### config.mk
export PLATFORM = sky130hd
export DESIGN_NAME = mc_ctrl_fsm
export DESIGN_NICKNAME = d
export VERILOG_FILES = /design/src/rtl/mc_ctrl_fsm.sv
export SDC_FILE = /design/constraint.sdc
export NUM_CORES = 1
export LEC_CHECK = 0
export CORE_MARGIN = 2
export CORE_UTILIZATION = 40
export DETAILED_ROUTE_END_ITERATION = 12
export MAX_ROUTING_LAYER = met4
export PLACE_DENSITY = 0.68
export SYNTH_ARGS = -nofsm -noshare
export SYNTH_HDL_FRONTEND = slang
export SYNTH_SLANG_ARGS = --single-unit
### constraint.sdc
create_clock -name clk -period 2.2 [get_ports clk]
set_clock_uncertainty 0.2 [all_clocks]
set_input_delay 0.55 -clock clk [delete_from_list [all_inputs] [get_ports clk]]
set_output_delay 0.55 -clock clk [all_outputs]
set_load 0.005 [all_outputs]
### src/rtl/mc_ctrl_fsm.sv
// Multi-cycle RV32I-subset control unit: sequences fetch/decode/execute/memory/writeback,
// with memory wait-state timeout, illegal-opcode trap and a retired-instruction counter.
module mc_ctrl_fsm #(
  parameter int unsigned ALU_OP_W = 4,
  parameter int unsigned WAIT_MAX = 15,
  parameter int unsigned CNT_W    = 32
) (
  input  logic                clk,
  input  logic                rst_n,
  input  logic                en,
  input  logic [6:0]          opcode,
  input  logic [2:0]          funct3,
  input  logic [6:0]          funct7,
  input  logic                br_taken,
  input  logic                mem_ready,
  output logic [ALU_OP_W-1:0] alu_op,
  output logic                alu_b_sel,
  output logic [1:0]          wb_sel,
  output logic [1:0]          pc_src,
  output logic                pc_write,
  output logic                ir_write,
  output logic                reg_write,
  output logic                mem_req,
  output logic                mem_we,
  output logic                busy,
  output logic                trap,
  output logic [CNT_W-1:0]    instr_cnt
);

  localparam int unsigned WaitW = (WAIT_MAX > 0) ? $clog2(WAIT_MAX + 1) : 1;

  localparam logic [3:0] StIdle    = 4'd0;
  localparam logic [3:0] StFetch   = 4'd1;
  localparam logic [3:0] StDecode  = 4'd2;
  localparam logic [3:0] StExecR   = 4'd3;
  localparam logic [3:0] StExecI   = 4'd4;
  localparam logic [3:0] StWbAlu   = 4'd5;
  localparam logic [3:0] StMemAddr = 4'd6;
  localparam logic [3:0] StMemRd   = 4'd7;
  localparam logic [3:0] StMemWr   = 4'd8;
  localparam logic [3:0] StWbMem   = 4'd9;
  localparam logic [3:0] StBranch  = 4'd10;
  localparam logic [3:0] StJal     = 4'd11;
  localparam logic [3:0] StLui     = 4'd12;
  localparam logic [3:0] StTrap    = 4'd13;

  localparam logic [6:0] OpcR      = 7'b0110011;
  localparam logic [6:0] OpcI      = 7'b0010011;
  localparam logic [6:0] OpcLoad   = 7'b0000011;
  localparam logic [6:0] OpcStore  = 7'b0100011;
  localparam logic [6:0] OpcBranch = 7'b1100011;
  localparam logic [6:0] OpcJal    = 7'b1101111;
  localparam logic [6:0] OpcLui    = 7'b0110111;

  logic [3:0]       state_q, state_d;
  logic [WaitW-1:0] wait_q, wait_d;
  logic [CNT_W-1:0] instr_cnt_q, instr_cnt_d;
  logic             retire;
  logic             in_mem_state;
  logic             wait_expired;
  logic [3:0]       alu_r, alu_i;
  logic             unused_funct7;

  assign unused_funct7 = ^{funct7[6], funct7[4:0]};

  assign alu_r = {funct7[5], funct3};
  // Only shifts-right (funct3 101) carry the arithmetic bit for immediate ops.
  assign alu_i = {(funct3 == 3'b101) ? funct7[5] : 1'b0, funct3};

  assign in_mem_state = (state_q == StFetch) || (state_q == StMemRd) || (state_q == StMemWr);
  assign wait_expired = (WAIT_MAX != 0) && (wait_q == WaitW'(WAIT_MAX));

  always_comb begin
    state_d     = state_q;
    wait_d      = '0;
    instr_cnt_d = instr_cnt_q;
    retire      = 1'b0;

    // Memory states leave only on ready or timeout, so the counter is zero on every entry.
    if (in_mem_state && !mem_ready) begin
      if (wait_expired) begin
        state_d = StTrap;
      end else begin
        wait_d = wait_q + 1'b1;
      end
    end

    case (state_q)
      StIdle:    if (en) state_d = StFetch;
      StFetch:   if (mem_ready) state_d = StDecode;
      StDecode: begin
        case (opcode)
          OpcR:              state_d = StExecR;
          OpcI:              state_d = StExecI;
          OpcLoad, OpcStore: state_d = StMemAddr;
          OpcBranch:         state_d = StBranch;
          OpcJal:            state_d = StJal;
          OpcLui:            state_d = StLui;
          default:           state_d = StTrap;
        endcase
      end
      StExecR, StExecI: state_d = StWbAlu;
      StMemAddr: state_d = opcode[5] ? StMemWr : StMemRd;
      StMemRd:   if (mem_ready) state_d = StWbMem;
      StMemWr:   if (mem_ready) retire = 1'b1;
      StWbAlu, StWbMem, StBranch, StJal, StLui: retire = 1'b1;
      StTrap:    state_d = StTrap;
      default:   state_d = StIdle;
    endcase

    if (retire) begin
      instr_cnt_d = instr_cnt_q + 1'b1;
      state_d     = en ? StFetch : StIdle;
    end
  end

  always_comb begin
    alu_op    = '0;
    alu_b_sel = 1'b0;
    wb_sel    = 2'b00;
    pc_src    = 2'b00;
    pc_write  = 1'b0;
    ir_write  = 1'b0;
    reg_write = 1'b0;
    mem_req   = 1'b0;
    mem_we    = 1'b0;
    trap      = 1'b0;
    busy      = (state_q != StIdle) && (state_q != StTrap);

    case (state_q)
      StFetch: begin
        mem_req  = 1'b1;
        ir_write = mem_ready;
        pc_write = mem_ready;
      end
      StExecR: alu_op = ALU_OP_W'(alu_r);
      StExecI: begin
        alu_op    = ALU_OP_W'(alu_i);
        alu_b_sel = 1'b1;
      end
      StWbAlu:   reg_write = 1'b1;
      StMemAddr: alu_b_sel = 1'b1;
      StMemRd:   mem_req = 1'b1;
      StMemWr: begin
        mem_req = 1'b1;
        mem_we  = 1'b1;
      end
      StWbMem: begin
        reg_write = 1'b1;
        wb_sel    = 2'b01;
      end
      StBranch: begin
        alu_op   = ALU_OP_W'(4'b1000);
        pc_src   = 2'b01;
        pc_write = br_taken;
      end
      StJal: begin
        reg_write = 1'b1;
        wb_sel    = 2'b10;
        pc_write  = 1'b1;
        pc_src    = 2'b10;
      end
      StLui: begin
        reg_write = 1'b1;
        wb_sel    = 2'b11;
      end
      StTrap:  trap = 1'b1;
      default: ;
    endcase
  end

  assign instr_cnt = instr_cnt_q;

  always_ff @(posedge clk or negedge rst_n) begin
    if (!rst_n) begin
      state_q     <= StIdle;
      wait_q      <= '0;
      instr_cnt_q <= '0;
    end else begin
      state_q     <= state_d;
      wait_q      <= wait_d;
      instr_cnt_q <= instr_cnt_d;
    end
  end

endmodule

==> run_1/clock_wires.png <==
(6 px per um)
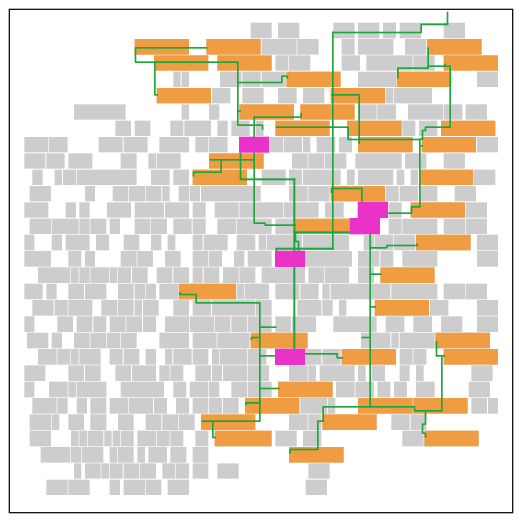
[green] clock wires | length: 537 um
[orange] flip-flops | count: 40
[magenta] clock-net drivers | count: 5
routed clock nets: 6
clock-net power: 0.517 mW
Clock power frac: 12.8%
insertion delay to the later sink of the worst-skew pair: 0.29 ns

==> run_1/floorplan.png <==
(4 px per um) Pins as bars on the die edge.
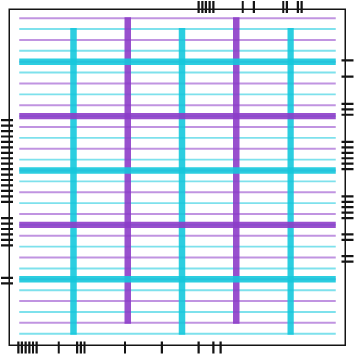
[purple] VDD
[cyan] VSS
met5 straps: 5
met4 straps: 5

==> run_1/ff_map.png <==
(6 px per um) Other sequential cells in the stronger grey, the rest of the logic in the fainter grey.
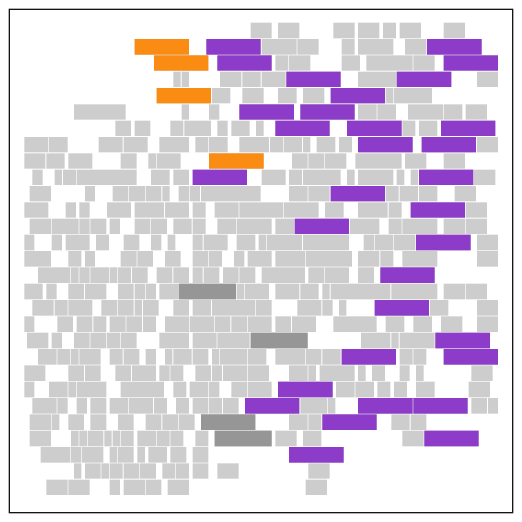
[orange] wait_q | placed flops: 4
[purple] instr_cnt | placed flops: 32
not coloured: 4
sequential cell area share: 23.20%
register area: 1005 um2

==> out/metrics.cfg, run 1 <==
[worst_setup_path]
critical-path-slowest-cell=dfrtp_2
crit_buf_inv=4
path_depth=6
crit_start=state_q[2]
crit_type=register to output port
cpLargestDelayFamily=buffers and inverters
timing.rr.start=state_q[1]
setup.worst_path.start_class=register
worst_path_most_repeated_cell=buf_6
arrival_ns=1.59
r2r_slack_ns=-0.07
cp_cell_sequence=buf_8, buf_6, buf_6, xnor2_4, a21o_1, buf_2
r2r_cells=9
cpPeakStageDelay_ns=0.49

[synthesis]
flop_cell=dfrtp_1
synthTopCellsByArea=dfrtp_1 (39%), xnor2_1 (9.7%), nand2_1 (4.1%)
edf_count=0
yosys_warnings=0
synth_cell_types=51
ys_seq_share_pct=39.45
ys_area_um2=2537
synth.top_cell.area_share_pct=39.45
yosys_cells=273
common_cells=dfrtp_1 (40), nand2_1 (28), xnor2_1 (28), nor2_1 (23), nand3_1 (12)
yosys.area.top_type=dfrtp_1
yosysMostFrequentCell=dfrtp_1
syn_area_per_cell_um2=9.295
synth_flops=40
synthesis.area_um2=2537

[place]
place.detailed.hpwl_um=4645
place.gp.congestion=0.8874
io_buffers=63

[flow_run]
cap_violations=0
openroad.warnings=34

[cells_and_area]
antennaDiodeCount=0
drive_above_1_share_pct=42.89
stdcell_count=485
area_dominant_class=logic gates
inverters=5
layout.nonclk_buf_share_pct=30.37
n_all_buffers=143
area_growth_pct=70.66
combGateArea_um2=1799
n_fill_cell=450
lay_top_count=buf_4
fin_area_um2=4330
design.seq.count=40
clkCellAreaFrac_pct=2.167
nClkBuffers=7

[sta]
hold_slack_ns=0.1117
hold_violations=0
fin_ws_ns=-0.1438
rsz0062_at_grt=yes
fmax_mhz=426.7
tightest_slew_ns=0.6261
fin_setup_tns_ns=-1.298
fin_crit_ns=2.344
setup_viol=26
period_used_pct=106.5

[global_routing]
grt_max_degree=41
grt_pass1_vias=2505
track_usage_pct=20.24

[power_and_ir_drop]
switching_share_pct=36.67
power_frac_seq_pct=23.8
p_comb_share_pct=63.4
p_total_mw=4.045
power.group.top=combinational logic
peakVddDrop_v=0.0006836
p_switching_mw=1.483

[routing]
wirelength_um=7375
drt_first_pass_iters=4
drt-initial-drc-count=125
wl_per_cell_um=15.21
vias=2574

[floorplanning]
dieWidth_um=83.65
dieArea_um2=6996
ios=70
nWellTaps=77
die_height_um=83.65
rows=29

[clock_network]
clockBufferDepth=2
root_buffer=clkbuf_8
htreeDepth=2
cts_sinks=40
cts_buffers=5
cts_hold_buffers=0
cts.reportedPaths.clkPinSlew_ns=0.08

[status]
violations=setup timing
status=finished, violations left

run 1: kinds of logic (layout without fill, tap and decap cells):
kind of cell / Yosys count / in the layout / share of synthesized area [%]
buf+inv: 21 / 156 / 4.339
mux: 1 / 1 / 0.4438
compound gates: 39 / 39 / 10.21
fa+ha+maj: 2 / 2 / 0.9860
flops: 40 / 40 / 39.45
xor+xnor: 37 / 37 / 12.77
simple gates: 133 / 133 / 31.80
run 1: metal layers:
layer	wire, um	up-vias	track usage [%]	share of wire [%]
li1	-	1231	-	-
met3	249	11	3.066	3.4
met5	0	-	-	0
met4	112	0	6.598	1.5
met2	3872	74	34.18	53
met1	3141	1258	24.94	43
run 1: what timing repair did:
action | in CTS | in global routing
pin swaps | 19 | 31
setup buffers | 24 | 6
gates cloned | 1 | 0
endpoints found under the setup margin | 44 | 49
gates resized | 101 | 71
==> run_1/class_map.png <==
(6 px per um) Fill, decap, tap and diode cells in grey.
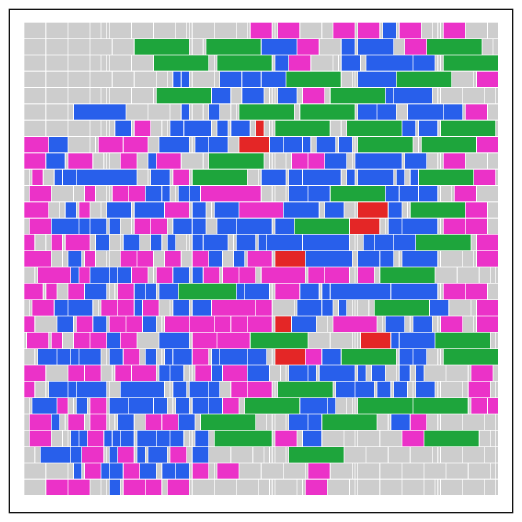

## Run 2: what changed since run 1
--- a/config.mk
+++ b/config.mk
@@ -12,2 +12,3 @@
 export PLACE_DENSITY = 0.68
+export SLEW_MARGIN = 25
 export SYNTH_ARGS = -nofsm -noshare
==> constraint.sdc (replaced) <==
create_clock -name clk -period 2.2 [get_ports clk]
set_clock_uncertainty 0.2 [all_clocks]
set_input_delay 0.22 -clock clk [delete_from_list [all_inputs] [get_ports clk]]
set_output_delay 0.22 -clock clk [all_outputs]
set_load 0.005 [all_outputs]
==> run_2/class_map.png <==
(6 px per um) Fill, decap, tap and diode cells in grey.
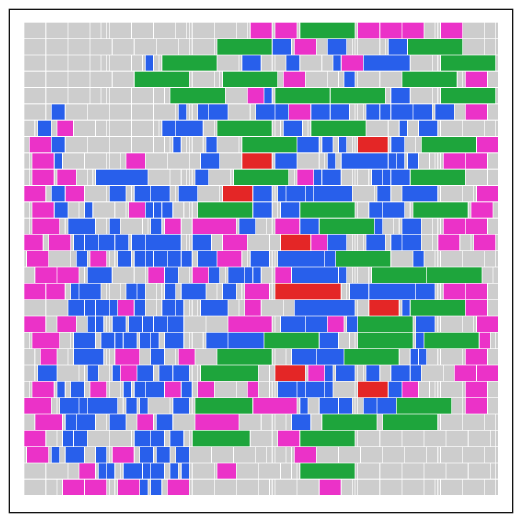
[magenta] remaining buffers and delay cells | cells: 97
[blue] remaining logic cells | cells: 217
[red] clock drivers and dummy loads | cells: 8
[green] registers | cells: 40

==> out/metrics.cfg, run 2 <==
[floorplanning]
rows=29
ios=70
dieArea_um2=6996

[worst_setup_path]
cpLargestDelayFamily=buffers and inverters
r2r_slack_ns=0.07
cp_cell_sequence=buf_6, buf_12, or3_1, a21o_1, dlygate4sd2_1
r2r_cells=9
timing.rr.start=state_q[2]
crit_buf_inv=3
cpPeakStageDelay_ns=0.42

[cells_and_area]
area_growth_pct=47.68
antennaDiodeCount=0
nClkBuffers=7
drive_above_1_share_pct=21.55
lay_top_count=clkdlybuf4s50_1
combGateArea_um2=1550
ff_latch_area_um2=1005
area_dominant_class=logic gates
sh_seq_area_pct=26.81

[synthesis]
edf_count=0
syn_area_per_cell_um2=9.295
yosysMostFrequentCell=dfrtp_1
common_cells=dfrtp_1 (40), nand2_1 (28), xnor2_1 (28), nor2_1 (23), nand3_1 (12)
ys_area_um2=2537
synthesis.area_um2=2537
synth.top_cell.area_share_pct=39.45
flop_cell=dfrtp_1
yosys_cells=273
synth_cell_types=51

[status]
status=finished, final reports clean

[clock_network]
root_buffer=clkbuf_8
insertion_delay_ns=0.29

[routing]
drt-initial-drc-count=73
drt_first_pass_iters=4
wirelength_um=6094
vias=2311
m1WireLength_um=2698

[place]
place.gp.congestion=0.8177
io_buffers=63

[global_routing]
grt_pass1_vias=2178
grt_max_degree=29
grt-busiest-layer=met2
track_usage_pct=18.14
grtUsageMet2_pct=29.60

[power_and_ir_drop]
clock_power_share_pct=19.0
p_switching_mw=1.205
power.group.top=combinational logic
p_total_mw=3.410
power_clock_mw=0.648
switching_share_pct=35.35

[sta]
fin_ws_ns=0.03731
hold_violations=0

[flow_run]
openroad.warnings=34

==> run 2: cell counts after synthesis <==
No cell type changed its count.
==> run 2: cells by family after synthesis <==
logic type / Yosys count / synth area share, %
adder cells (fa/ha/maj): 2 / 0.9860
XOR/XNOR: 37 / 12.77
AND/OR/NAND/NOR: 133 / 31.80
AND-OR/OR-AND: 39 / 10.21
multiplexers: 1 / 0.4438
flip-flops: 40 / 39.45
buffers and inverters: 21 / 4.339
==> run 2: timing repair <==
| item | 4_1_cts | 5_1_grt |
|---|---|---|
| pin swaps | 4 | 9 |
| buffers inserted | 6 | 5 |
| hold buffers | 1 | 0 |
| gates resized | 24 | 25 |
| endpoints found under the hold margin | 22 | 0 |
| setup endpoints to repair | 15 | 40 |
Power is estimated from default activity; no workload was simulated.
